[src/rtl/electrode_seq_pkg.sv]
// Shared state encoding and default sizing for the electrode config sequencer.
// Pure declarations; no logic, no latency, no flow control.
package electrode_seq_pkg;

  localparam int N_ELECTRODES_DEF = 129;
  localparam int CFG_DEPTH_DEF    = 8;
  localparam int CFG_AW_DEF       = 3;
  localparam int SETTLE_CYC_DEF   = 64;
  localparam int TIMEOUT_CYC_DEF  = 160;
  localparam int CNT_W            = 16;

  typedef enum logic [3:0] {
    IDLE,
    LOAD,
    KICK,
    SR_WAIT,
    LATCH,
    SETTLE,
    ACQ,
    NEXT,
    DONE
  } seq_state_t;

endpackage

[src/rtl/electrode_cfg_bank.sv]
// Config register file: one synchronous write port, one combinational read port.
// Write lands on the next rising edge; no backpressure, caller gates the write enable.
module electrode_cfg_bank
  import electrode_seq_pkg::*;
#(
  parameter int WIDTH = N_ELECTRODES_DEF,
  parameter int DEPTH = CFG_DEPTH_DEF,
  parameter int AW    = CFG_AW_DEF
) (
  input  logic             CLK,
  input  logic             RST,
  input  logic             wr_en,
  input  logic [AW-1:0]    wr_addr,
  input  logic [WIDTH-1:0] wr_data,
  input  logic [AW-1:0]    rd_addr,
  output logic [WIDTH-1:0] rd_data
);

  logic [WIDTH-1:0] mem [DEPTH];

  always_ff @(posedge CLK) begin
    if (RST) begin
      for (int i = 0; i < DEPTH; i++) mem[i] <= '0;
    end else if (wr_en) begin
      mem[wr_addr] <= wr_data;
    end
  end

  assign rd_data = mem[rd_addr];

endmodule

[src/rtl/electrode_cfg_sequencer.sv]
// Steps stored electrode configs through serializer kick, latch, settle and readout handshake.
// Per config LOAD->acq_start is 3 + T_sr + SETTLE_CYC cycles; waits indefinitely on acq_done, abort always wins.
module electrode_cfg_sequencer
  import electrode_seq_pkg::*;
#(
  parameter int N_ELECTRODES = N_ELECTRODES_DEF,
  parameter int CFG_DEPTH    = CFG_DEPTH_DEF,
  parameter int CFG_AW       = CFG_AW_DEF,
  parameter int SETTLE_CYC   = SETTLE_CYC_DEF,
  parameter int TIMEOUT_CYC  = TIMEOUT_CYC_DEF
) (
  input  logic                    CLK,
  input  logic                    RST,
  input  logic                    cfg_wr_en,
  input  logic [CFG_AW-1:0]       cfg_wr_addr,
  input  logic [N_ELECTRODES-1:0] cfg_wr_data,
  input  logic [CFG_AW:0]         num_cfg,
  input  logic                    continuous,
  input  logic                    start,
  input  logic                    abort,
  output logic [N_ELECTRODES-1:0] electr_config_out,
  output logic                    enable_desp,
  input  logic                    sr_finish,
  output logic                    latch_out,
  output logic                    acq_start,
  input  logic                    acq_done,
  output logic                    busy,
  output logic                    done,
  output logic                    timeout_err,
  output logic [CFG_AW-1:0]       cur_idx
);

  localparam logic [CFG_AW:0]    DEPTH_V  = (CFG_AW+1)'(CFG_DEPTH);
  localparam logic [CFG_AW:0]    NUM_ONE  = (CFG_AW+1)'(1);
  localparam logic [CFG_AW-1:0]  IDX_ONE  = CFG_AW'(1);
  localparam logic [CNT_W-1:0]   CNT_ONE  = CNT_W'(1);
  localparam logic [CNT_W-1:0]   TO_LAST  = CNT_W'(TIMEOUT_CYC - 1);
  localparam logic [CNT_W-1:0]   SET_LAST = CNT_W'(SETTLE_CYC - 1);

  seq_state_t              state, state_nxt;
  logic [CNT_W-1:0]        wait_cnt, wait_cnt_nxt;
  logic [CFG_AW-1:0]       idx_nxt;
  logic [CFG_AW:0]         num_q, num_nxt;
  logic                    cont_q, cont_nxt;
  logic                    terr_nxt;
  logic [N_ELECTRODES-1:0] cfg_nxt;
  logic [N_ELECTRODES-1:0] bank_rd;
  logic                    num_ok;
  logic                    last_cfg;

  electrode_cfg_bank #(
    .WIDTH (N_ELECTRODES),
    .DEPTH (CFG_DEPTH),
    .AW    (CFG_AW)
  ) u_bank (
    .CLK     (CLK),
    .RST     (RST),
    .wr_en   (cfg_wr_en && (state == IDLE)),
    .wr_addr (cfg_wr_addr),
    .wr_data (cfg_wr_data),
    .rd_addr (cur_idx),
    .rd_data (bank_rd)
  );

  assign num_ok   = (num_cfg != '0) && (num_cfg <= DEPTH_V);
  assign last_cfg = ({1'b0, cur_idx} == (num_q - NUM_ONE));
  assign busy     = (state != IDLE);

  always_ff @(posedge CLK) begin
    if (RST) begin
      state             <= IDLE;
      wait_cnt          <= '0;
      cur_idx           <= '0;
      num_q             <= '0;
      cont_q            <= 1'b0;
      timeout_err       <= 1'b0;
      electr_config_out <= '0;
    end else begin
      state             <= state_nxt;
      wait_cnt          <= wait_cnt_nxt;
      cur_idx           <= idx_nxt;
      num_q             <= num_nxt;
      cont_q            <= cont_nxt;
      timeout_err       <= terr_nxt;
      electr_config_out <= cfg_nxt;
    end
  end

  // Strobes come only from the case body, so an abort cycle emits none of them.
  always_comb begin
    state_nxt    = state;
    wait_cnt_nxt = wait_cnt;
    idx_nxt      = cur_idx;
    num_nxt      = num_q;
    cont_nxt     = cont_q;
    terr_nxt     = timeout_err;
    cfg_nxt      = electr_config_out;
    enable_desp  = 1'b0;
    latch_out    = 1'b0;
    acq_start    = 1'b0;
    done         = 1'b0;

    if (abort && (state != IDLE)) begin
      state_nxt = IDLE;
    end else begin
      case (state)
        IDLE: begin
          if (start && num_ok) begin
            state_nxt = LOAD;
            num_nxt   = num_cfg;
            cont_nxt  = continuous;
            idx_nxt   = '0;
            terr_nxt  = 1'b0;
          end
        end
        LOAD: begin
          cfg_nxt   = bank_rd;
          state_nxt = KICK;
        end
        KICK: begin
          enable_desp  = 1'b1;
          wait_cnt_nxt = '0;
          state_nxt    = SR_WAIT;
        end
        SR_WAIT: begin
          // A finish arriving on the final allowed cycle still counts.
          if (sr_finish) begin
            state_nxt = LATCH;
          end else if (wait_cnt == TO_LAST) begin
            terr_nxt  = 1'b1;
            state_nxt = IDLE;
          end else begin
            wait_cnt_nxt = wait_cnt + CNT_ONE;
          end
        end
        LATCH: begin
          latch_out    = 1'b1;
          wait_cnt_nxt = '0;
          state_nxt    = SETTLE;
        end
        SETTLE: begin
          if (wait_cnt == SET_LAST) begin
            state_nxt = ACQ;
          end else begin
            wait_cnt_nxt = wait_cnt + CNT_ONE;
          end
        end
        ACQ: begin
          acq_start = 1'b1;
          if (acq_done) state_nxt = NEXT;
        end
        NEXT: begin
          if (last_cfg) begin
            if (cont_q) begin
              idx_nxt   = '0;
              state_nxt = LOAD;
            end else begin
              state_nxt = DONE;
            end
          end else begin
            idx_nxt   = cur_idx + IDX_ONE;
            state_nxt = LOAD;
          end
        end
        DONE: begin
          done      = 1'b1;
          state_nxt = IDLE;
        end
        default: state_nxt = IDLE;
      endcase
    end
  end

endmodule
[config.mk]
export PLATFORM = sky130hd
export DESIGN_NAME = electrode_cfg_sequencer
export DESIGN_NICKNAME = d
export VERILOG_FILES = /design/src/rtl/electrode_seq_pkg.sv /design/src/rtl/electrode_cfg_bank.sv /design/src/rtl/electrode_cfg_sequencer.sv
export SDC_FILE = /design/constraint.sdc
export NUM_CORES = 2
export LEC_CHECK = 0
export CORE_MARGIN = 1.5
export CORE_UTILIZATION = 30
export DETAILED_ROUTE_END_ITERATION = 8
export PLACE_DENSITY = 0.51
export SYNTH_ARGS = -nofsm -noshare
export SYNTH_HDL_FRONTEND = slang
export SYNTH_SLANG_ARGS = --single-unit
[constraint.sdc]
create_clock -name CLK -period 3.9 [get_ports CLK]
set_clock_uncertainty 0.1 [all_clocks]
set_input_delay 0.975 -clock CLK [delete_from_list [all_inputs] [get_ports CLK]]
set_output_delay 0.975 -clock CLK [all_outputs]
set_load 0.1 [all_outputs]
Fig. 1: M1 wires
Supply wires on this layer in grey. Cells faint in the background.
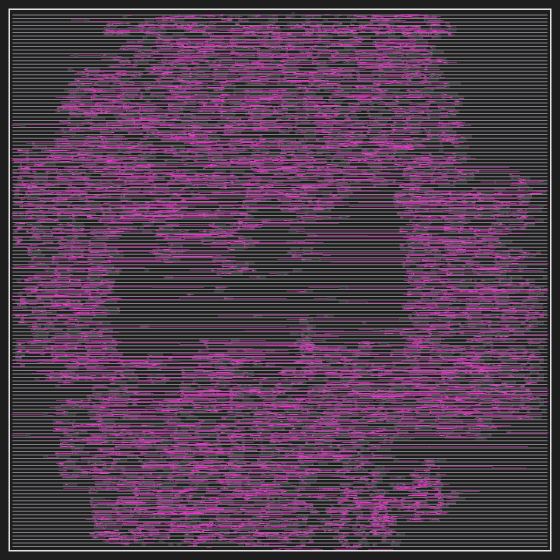
- main direction: horizontal
- wire length on this layer: 63.4 mm
- nets with wire on the layer: 3637
routed vias: 27994
Total Wirelength: 144000 um
met1 Usage GRT: 21.5%

Fig. 2: register map, names as in the netlist
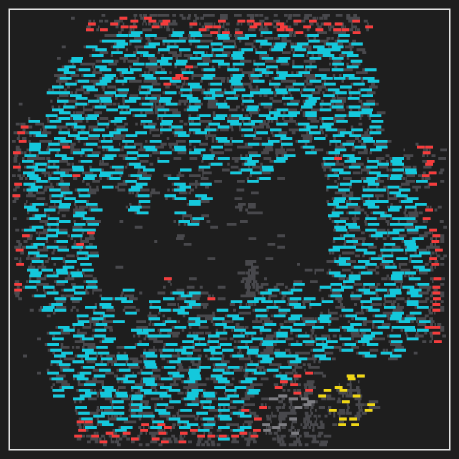
- `u_bank.mem`: cyan (sequential cells 1032; where spread over the die)
- `electr_config_out`: red (sequential cells 129; where spread over the die)
- `wait_cnt`: yellow (sequential cells 16; where lower right)
Seq. cell area: 34200 um^2
Flop+latch power: 14.9 mW
fraction of area in registers: 54.3%
Final Core Density: 37.0%

Fig. 3: congestion heat map
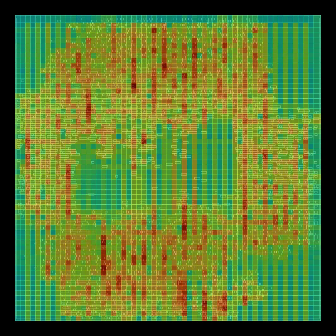
GRT Total Usage: 16.7%
GR peak layer: met2

## state kept, by name (all words and copies together), names as in the netlist
| name | cells |
|---|---|
| cont_q | 1 |
| cur_idx | 3 |
| electr_config_out | 129 |
| num_q | 4 |
| state | 4 |
| timeout_err | 1 |
| u_bank.mem | 1032 |
| wait_cnt | 16 |
## final cells by class
| type | instances | area share (%) |
|---|---|---|
| diodes | 18 | 0.0716 |
| clock buffers | 195 | 6.22 |
| clock inverters | 66 | 1.12 |
| inverters | 3 | 0.0179 |
| multi-input cells | 1859 | 25.9 |
| flip-flops and latches | 1190 | 54.3 |
| well taps | 2218 | 4.41 |
| repair buffers | 426 | 7.93 |
## layout by cell type (no fill, tap or decap), types with 8 or more instances in the layout
cell type and count:
buf_4 79, nor2_1 159, clkbuf_1 38, a21oi_1 8
nand2_1 13, edfxtp_1 1032, clkbuf_16 143, a211oi_1 129
bufinv_16 8, mux2i_1 134, clkinv_1 23, dfxtp_1 155
and2_1 1032, clkdlybuf4s50_1 254, clkbuf_8 14, diode_2 18
mux4_2 258, nor3_1 15, or2_4 8, clkinv_2 19
xnor2_1 15, buf_12 92, nand2b_1 8
## metrics by stage
stage | hold WS (ps) | instances | instance area [um^2] | TNS (ps)
4_1_cts | 397 | 5957 | 62800 | 0
3_3_place_gp | 379 | 5696 | 58200 | 0
2_1_floorplan | 366 | 3294 | 51500 | -212
3_5_place_dp | 390 | 5696 | 58200 | 0
6_report | 398 | 5975 | 62900 | 0
5_1_grt | 418 | 5967 | 62900 | 0
## worst min-delay path: stages, from the launching register on
cell      delay [ps]
dfxtp_1          310
nor2_1            90
a211oi_1          50
## logic make-up after synthesis
| kind of cell | after synthesis | synth area share [%] |
|---|---|---|
| buffers and inverters | 245 | 2.20 |
| adder cells (fa/ha/maj) | 3 | 0.0729 |
| multiplexers | 393 | 13.9 |
| flip-flops | 1190 | 66.3 |
| XOR/XNOR | 19 | 0.323 |
| AND/OR/NAND/NOR | 1288 | 14.9 |
| AND-OR/OR-AND | 156 | 2.25 |
## routing by layer
metal	vias to the layer above	share of wire, %	track usage (%)
met2	475	50	28.6
met3	204	3.4	2.86
met5	-	0.051	0
met4	12	2.4	5.21
met1	14421	44	21.5
li1	12882	-	-
## power breakdown
| group | switching (mW) | leakage, nW | internal, mW | total, mW |
|---|---|---|---|---|
| registers | 0.294 | 12.0 | 14.6 | 14.9 |
| clock network | 5.55 | 2.25 | 7.63 | 13.2 |
| logic | 3.29 | 7.38 | 1.29 | 4.58 |
| total | 9.13 | 21.6 | 23.5 | 32.7 |
## final timing paths
kind / startpoint / endpoint / slack (ps) / cells after the start
max: electr_config_out[103] / electr_config_out[103] / 450 / 1
min: electr_config_out[7] / electr_config_out[7] / 400 / 2
max reg2reg: state[0] / u_bank.mem[3][121] / 690 / 6
min reg2reg: electr_config_out[7] / electr_config_out[7] / 400 / 2
==> qor.txt <==
status: complete, no violations
Worst path max stage delay: 1170 ps
main flop type: edfxtp_1
Yosys chip area: 51500 um^2
Setup WS post-layout: 449 ps
logic area: 16300 um^2
Post-Synthesis Cells: 3294
fmax: 0.290 GHz
TritonCTS buffer count: 142
Avg Cell Area, Syn: 15.6 um^2
#FFs+latches synth: 1190
HPWL after DPL: 82700 um
Async S/R FF share, synth: 0%
Die Wd: 417 um
Synth top cells by count: 1032 x and2_1, 1032 x edfxtp_1, 258 x mux4_2
RD Place Congestion: 0.723
flip-flops with a built-in enable: 1032
clock buffer depth: 3
pin count of the biggest net entering global routing: 152
worst-skew pair later-pin latency: 790 ps
Hold Vio Cnt, Final: 0
Antenna Nets Post-Route: 0
count of pins over their slew limit: 0
net count after synthesis: 3441
Worst Setup Path Type: reg -> out
Pleak: 21.6 nW
Slew HR: 30.5%
top cells, area: edfxtp_1 60%, and2_1 13%, mux4_2 11%
share of cells above drive strength 1: 17.6%
Setup crit end kind: primary output
Yosys warning total: 0
post-synth cell types: 58
port bufs: 281
Buf/Inv on CP: 1
fillers: 15774
clock slew at reported path FFs: 60 ps
largest delay contributor family on the critical path: buffers and inverters
Die ar.: 174000 um^2
Top-area cell share: 60.2%
global-route wire length before repair: 211000 um
clock tree root driver cell: clkbuf_16
critical path's slowest cell: clkdlybuf4s50_1
crit share post-route: 88.5%
Worst-Margin Slew: 1040 ps
Iter 0 DRT Violations: 1784
HP Class: reg -> reg
startpoint types: flop
clk sinks: 1190
Synth Seq Share: 66.3%
Post-CTS Hold Buffers: 0
Tot Pwr: 32.7 mW
grt ovf: 0
fp_density: 30.3%
DR WL/cell: 24.2 um
arrival time worst endpoint: 2380 ps
initial antenna violation count: 25
Layout area overhead: 22.2%
worst-path fanout max: 2
post-place setup slack: 352 ps
CTS tree: yes
Die Y: 417 um
DRC viols: 0
Yosys Instances: 3294
Post-CTS Setup Bufs: 0
DRT Pass-1 Iters: 5
fin crit period: 3450 ps
max-capacitance violation count: 0
Rows: 151
RSZ-0062 raised after global routing: no
Worst VDD drop: 0.419 mV
CP cell instances: clkdlybuf4s50_1
# resized after CTS: 0
tool warnings: 34
H-tree depth: 4
post-DR vias/cell: 4.69
Ports: 282
synthesized area: 51500 um^2
Final #Nets: 3769
Final setup viols: 0
PD cells: 520 nW/um^2
Synth area leader: edfxtp_1
Req. time, crit path: 2820 ps
vias in the first global route: 29413
core box area: 170000 um^2
Power is estimated from default activity; no workload was simulated.
